**src/rtl/im_loader_if.sv**
```systemverilog
// Boot-loader bus: byte stream in, instruction-memory write port and status out.
interface im_loader_if #(
  parameter int unsigned AW = 10
);

  logic          in_valid;
  logic [7:0]    in_data;
  logic          in_ready;
  logic          we;
  logic [AW-1:0] waddr;
  logic [31:0]   wpc;
  logic [31:0]   wdata;
  logic          busy;
  logic          done;
  logic          err;
  logic          cpu_hold;

  // Loader side: consumes the byte stream, drives the IM write port and status
  modport master (
    input  in_valid, in_data,
    output in_ready, we, waddr, wpc, wdata, busy, done, err, cpu_hold
  );

  // Environment side: byte source plus IM / CPU-reset consumers
  modport slave (
    output in_valid, in_data,
    input  in_ready, we, waddr, wpc, wdata, busy, done, err, cpu_hold
  );

endinterface

```
**src/rtl/im_loader.sv**
```systemverilog
// Instruction-memory loader: turns a big-endian length-prefixed byte stream
// into one-word IM write strobes and holds the CPU until the image is in.
module im_loader #(
  parameter int unsigned DEPTH = 1024,
  parameter int unsigned AW    = 10,
  parameter logic [31:0] BASE  = 32'h0000_3000
) (
  input logic         clk,
  input logic         reset,
  im_loader_if.master bus
);

  // Word counter is one bit wider than the address so N == DEPTH is representable
  localparam int unsigned CW = AW + 1;

  typedef enum logic [2:0] {
    LEN_HI,
    LEN_LO,
    WORD,
    LAST_WR,
    DONE,
    ERR
  } state_t;

  state_t        state;
  logic [15:0]   len;
  logic [1:0]    byte_cnt;
  logic [CW-1:0] word_cnt;
  logic [23:0]   shreg;

  logic          xfer_c;
  logic [15:0]   n_c;
  logic [31:0]   word_c;

  // Handshake, declared length as it completes, and the word the current byte finishes
  always_comb begin
    xfer_c = bus.in_valid && bus.in_ready;
    n_c    = {len[15:8], bus.in_data};
    word_c = {shreg, bus.in_data};
  end

  // Loader FSM with all outputs registered
  always_ff @(posedge clk or posedge reset) begin
    if (reset) begin
      state        <= LEN_HI;
      len          <= 16'd0;
      byte_cnt     <= 2'd0;
      word_cnt     <= '0;
      shreg        <= 24'd0;
      bus.in_ready <= 1'b1;
      bus.we       <= 1'b0;
      bus.waddr    <= '0;
      bus.wpc      <= BASE;
      bus.wdata    <= 32'd0;
      bus.busy     <= 1'b1;
      bus.done     <= 1'b0;
      bus.err      <= 1'b0;
      bus.cpu_hold <= 1'b1;
    end else begin
      bus.we <= 1'b0;
      case (state)
        LEN_HI: begin
          if (xfer_c) begin
            len[15:8] <= bus.in_data;
            state     <= LEN_LO;
          end
        end
        LEN_LO: begin
          if (xfer_c) begin
            len[7:0] <= bus.in_data;
            if (n_c == 16'd0) begin
              state        <= DONE;
              bus.in_ready <= 1'b0;
              bus.done     <= 1'b1;
              bus.busy     <= 1'b0;
              bus.cpu_hold <= 1'b0;
            end else if (32'(n_c) > DEPTH) begin
              state        <= ERR;
              bus.in_ready <= 1'b0;
              bus.err      <= 1'b1;
              bus.busy     <= 1'b0;
            end else begin
              state <= WORD;
            end
          end
        end
        WORD: begin
          if (xfer_c) begin
            shreg    <= word_c[23:0];
            byte_cnt <= byte_cnt + 2'd1;
            if (byte_cnt == 2'd3) begin
              bus.we    <= 1'b1;
              bus.wdata <= word_c;
              bus.waddr <= word_cnt[AW-1:0];
              bus.wpc   <= BASE + 32'({word_cnt[AW-1:0], 2'b00});
              word_cnt  <= word_cnt + CW'(1);
              // Final word: stop accepting while its strobe is issued
              if ((16'(word_cnt) + 16'd1) == len) begin
                state        <= LAST_WR;
                bus.in_ready <= 1'b0;
              end
            end
          end
        end
        LAST_WR: begin
          state        <= DONE;
          bus.done     <= 1'b1;
          bus.busy     <= 1'b0;
          bus.cpu_hold <= 1'b0;
        end
        DONE: begin
          state <= DONE;
        end
        ERR: begin
          state <= ERR;
        end
        default: begin
          state <= LEN_HI;
        end
      endcase
    end
  end

endmodule

```
**src/flat_wrapper.sv**
```systemverilog
// flat-port wrapper written by rule: the top's interface ports become plain ports
module im_loader_flat 
#(
  parameter int unsigned DEPTH = 1024,
  parameter int unsigned AW    = 10,
  parameter logic [31:0] BASE  = 32'h0000_3000
)
  (clk, reset, bus_in_valid, bus_in_data, bus_in_ready, bus_we, bus_waddr, bus_wpc, bus_wdata, bus_busy, bus_done, bus_err, bus_cpu_hold);
  im_loader_if #(.AW(AW)) bus_i ();
  input logic clk;
  input logic reset;
  input wire logic [$bits(bus_i.in_valid)-1:0] bus_in_valid;
  input wire logic [$bits(bus_i.in_data)-1:0] bus_in_data;
  output wire logic [$bits(bus_i.in_ready)-1:0] bus_in_ready;
  output wire logic [$bits(bus_i.we)-1:0] bus_we;
  output wire logic [$bits(bus_i.waddr)-1:0] bus_waddr;
  output wire logic [$bits(bus_i.wpc)-1:0] bus_wpc;
  output wire logic [$bits(bus_i.wdata)-1:0] bus_wdata;
  output wire logic [$bits(bus_i.busy)-1:0] bus_busy;
  output wire logic [$bits(bus_i.done)-1:0] bus_done;
  output wire logic [$bits(bus_i.err)-1:0] bus_err;
  output wire logic [$bits(bus_i.cpu_hold)-1:0] bus_cpu_hold;
  assign bus_i.in_valid = bus_in_valid;
  assign bus_i.in_data = bus_in_data;
  assign bus_in_ready = bus_i.in_ready;
  assign bus_we = bus_i.we;
  assign bus_waddr = bus_i.waddr;
  assign bus_wpc = bus_i.wpc;
  assign bus_wdata = bus_i.wdata;
  assign bus_busy = bus_i.busy;
  assign bus_done = bus_i.done;
  assign bus_err = bus_i.err;
  assign bus_cpu_hold = bus_i.cpu_hold;
  im_loader #(.DEPTH(DEPTH), .AW(AW), .BASE(BASE)) u_core (.clk(clk), .reset(reset), .bus(bus_i));
endmodule
```
**config.mk**
```make
export PLATFORM = sky130hd
export DESIGN_NAME = im_loader_flat
export DESIGN_NICKNAME = d
export VERILOG_FILES = /design/src/rtl/im_loader_if.sv /design/src/rtl/im_loader.sv /design/src/flat_wrapper.sv
export SDC_FILE = /design/constraint.sdc
export NUM_CORES = 1
export LEC_CHECK = 0
export ABC_CLOCK_PERIOD_IN_PS = 4500
export CORE_MARGIN = 3
export CORE_UTILIZATION = 48
export CTS_BUF_LIST = sky130_fd_sc_hd__clkbuf_8
export DETAILED_ROUTE_END_ITERATION = 10
export HOLD_SLACK_MARGIN = 0.03
export MAX_ROUTING_LAYER = met4
export PLACE_DENSITY = 0.75
export SLEW_MARGIN = 30
export SYNTH_ARGS = -nofsm -noshare
export SYNTH_HDL_FRONTEND = slang
export SYNTH_SLANG_ARGS = --single-unit
```
**constraint.sdc**
```tcl
create_clock -name clk -period 4.5 [get_ports clk]
set_clock_uncertainty 0.1 [all_clocks]
set_input_delay 0.9 -clock clk [delete_from_list [all_inputs] [get_ports clk]]
set_output_delay 0.9 -clock clk [all_outputs]
set_load 0.05 [all_outputs]
```
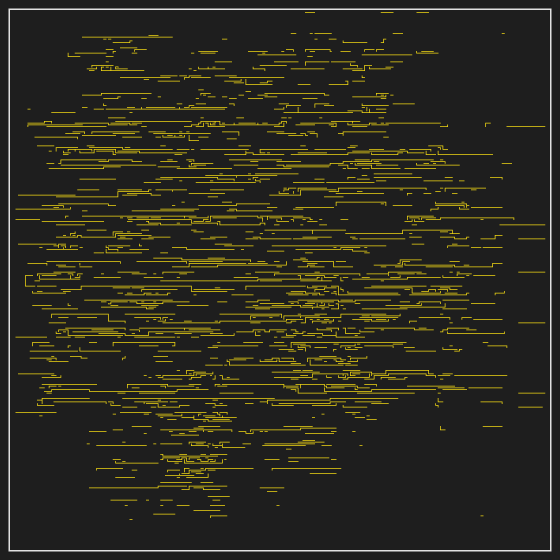
(images/m1.png)
nets with wire on the layer: 448
wire length on this layer: 4,260 um
longest straight run: 29.4 um
met1 Usage GRT: 24.0%
drt total wl: 9.33 mm

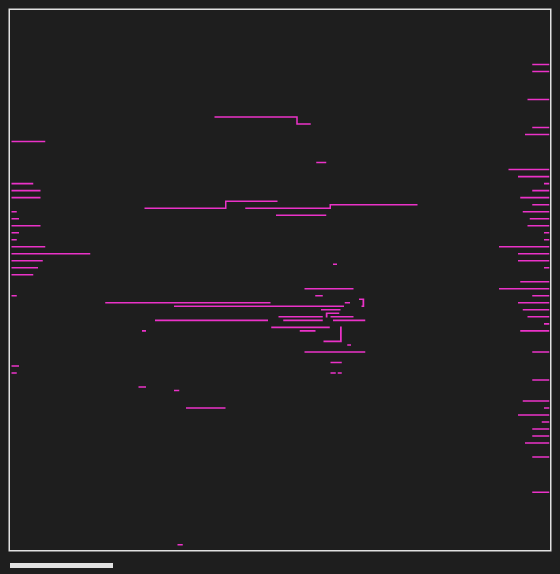
(images/m3.png)
Scale bar: 20 um.
longest straight run: 32.7 um
nets with wire on the layer: 76
share of all routed wire: 5.2%
GR Util met3: 3.34%
vias after detailed routing: 3,263

==> notes.md <==
The run finished with clean final reports. The required time reported for the critical path endpoint is 4680 ps. The logs give a warning total of 26. With the maximum clock path buffer count at 2, the area of all placed cells without fillers is 0.00554 mm^2. The run gives 4 for the number of optimization iterations in the first detailed-route pass. The total congestion overflow after global routing was 0; the height of the chip was 105 um. The flow measured a signed area growth from synthesis to layout of 18.3%. The warning count from the yosys run was 0. For the via count of the first global-routing pass, the log shows 3,254.

The report lists the number of cells resized after CTS as 0. In this run the maximum-capacitance check reported violations numbering 0. The final timing summary puts the cycle share of the worst path at 62.8%. The run gives 58.6% as the normalized max-slew margin. The first global-routing pass estimated 15.9 mm of wire. The report lists the cells along the critical path as clkdlybuf4s50_1 > nor4_1 > nand3_1 > xnor2_1 > or4_4 > o211a_1 > a221oi_2. Per the timing report, the most critical flop-to-flop path finishes at u_core.state[0]$_DFFE_PP0P_. Leaving out fill and tap cells, the most frequent cells in the layout are sky130_fd_sc_hd__nand2_1 (136), sky130_fd_sc_hd__dfrtp_1 (101), sky130_fd_sc_hd__clkdlybuf4s50_1 (68).

STA shows the worst reg2reg path with a cell count of 7.
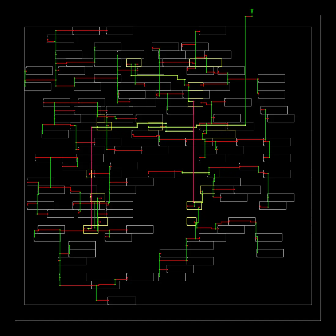
(images/clock_nets.png)
layout sequential cell count: 104
count of clock-net buffers in the final layout: 9
power attributed to the clock group: 647 uW

[worst max-delay path: cells and delay by family]
family	cells	cell delay (ps)
AND/OR/NAND/NOR	3	1050
buffers and inverters	1	510
AND-OR/OR-AND	2	380
XOR/XNOR	1	160
[metal layers]
layer / wire (um) / part of all wire [%] / up-vias / track usage [%]
li1: - / - / 1530 / -
met1: 4260 / 46 / 1607 / 24.0
met2: 4430 / 47 / 110 / 28.9
met3: 485 / 5.2 / 16 / 3.34
met4: 151 / 1.6 / 0 / 6.00
met5: 0 / 0 / - / -
[layout make-up]
cell class / count / area (um^2)
Clock inverter: 7 / 101
Fill cell: 817 / 3830
Multi-Input combinational cell: 306 / 1790
Clock buffer: 9 / 124
Sequential cell: 104 / 2610
Tap cell: 129 / 161
Timing Repair Buffer: 74 / 726
Inverter: 8 / 32.5
[per-stage QoR]
step,std cells,hold slack [ps],total power (uW),setup WS [ps]
final,637,361,2160,1670
after global routing,637,387,2260,1530
after CTS,637,365,2170,1680
after detailed placement,621,350,1530,1290
after global placement,621,347,1510,1380
after floorplan,470,335,1430,773
[where the power goes]
| group | internal, uW | total, uW | switching (uW) |
|---|---|---|---|
| Combinational | 170 | 382 | 212 |
| Clock | 319 | 647 | 328 |
| Sequential | 1030 | 1130 | 97.0 |
| Total | 1520 | 2160 | 637 |
[cell families (layout without fill, tap and decap cells)]
family,count (synthesis),in the layout,share of synthesized area [%]
muxes,41,41,9.87
adders and majority gates,2,2,0.535
buffers and inverters,60,98,7.86
AOI/OAI and AO/OA,25,25,3.80
other,2,22,0.160
xor gates and xnor gates,22,22,4.12
and+or+nand+nor,194,194,18.0
DFF,104,104,55.7
Power figures rest on the tool's default switching activity, not on a simulated workload.
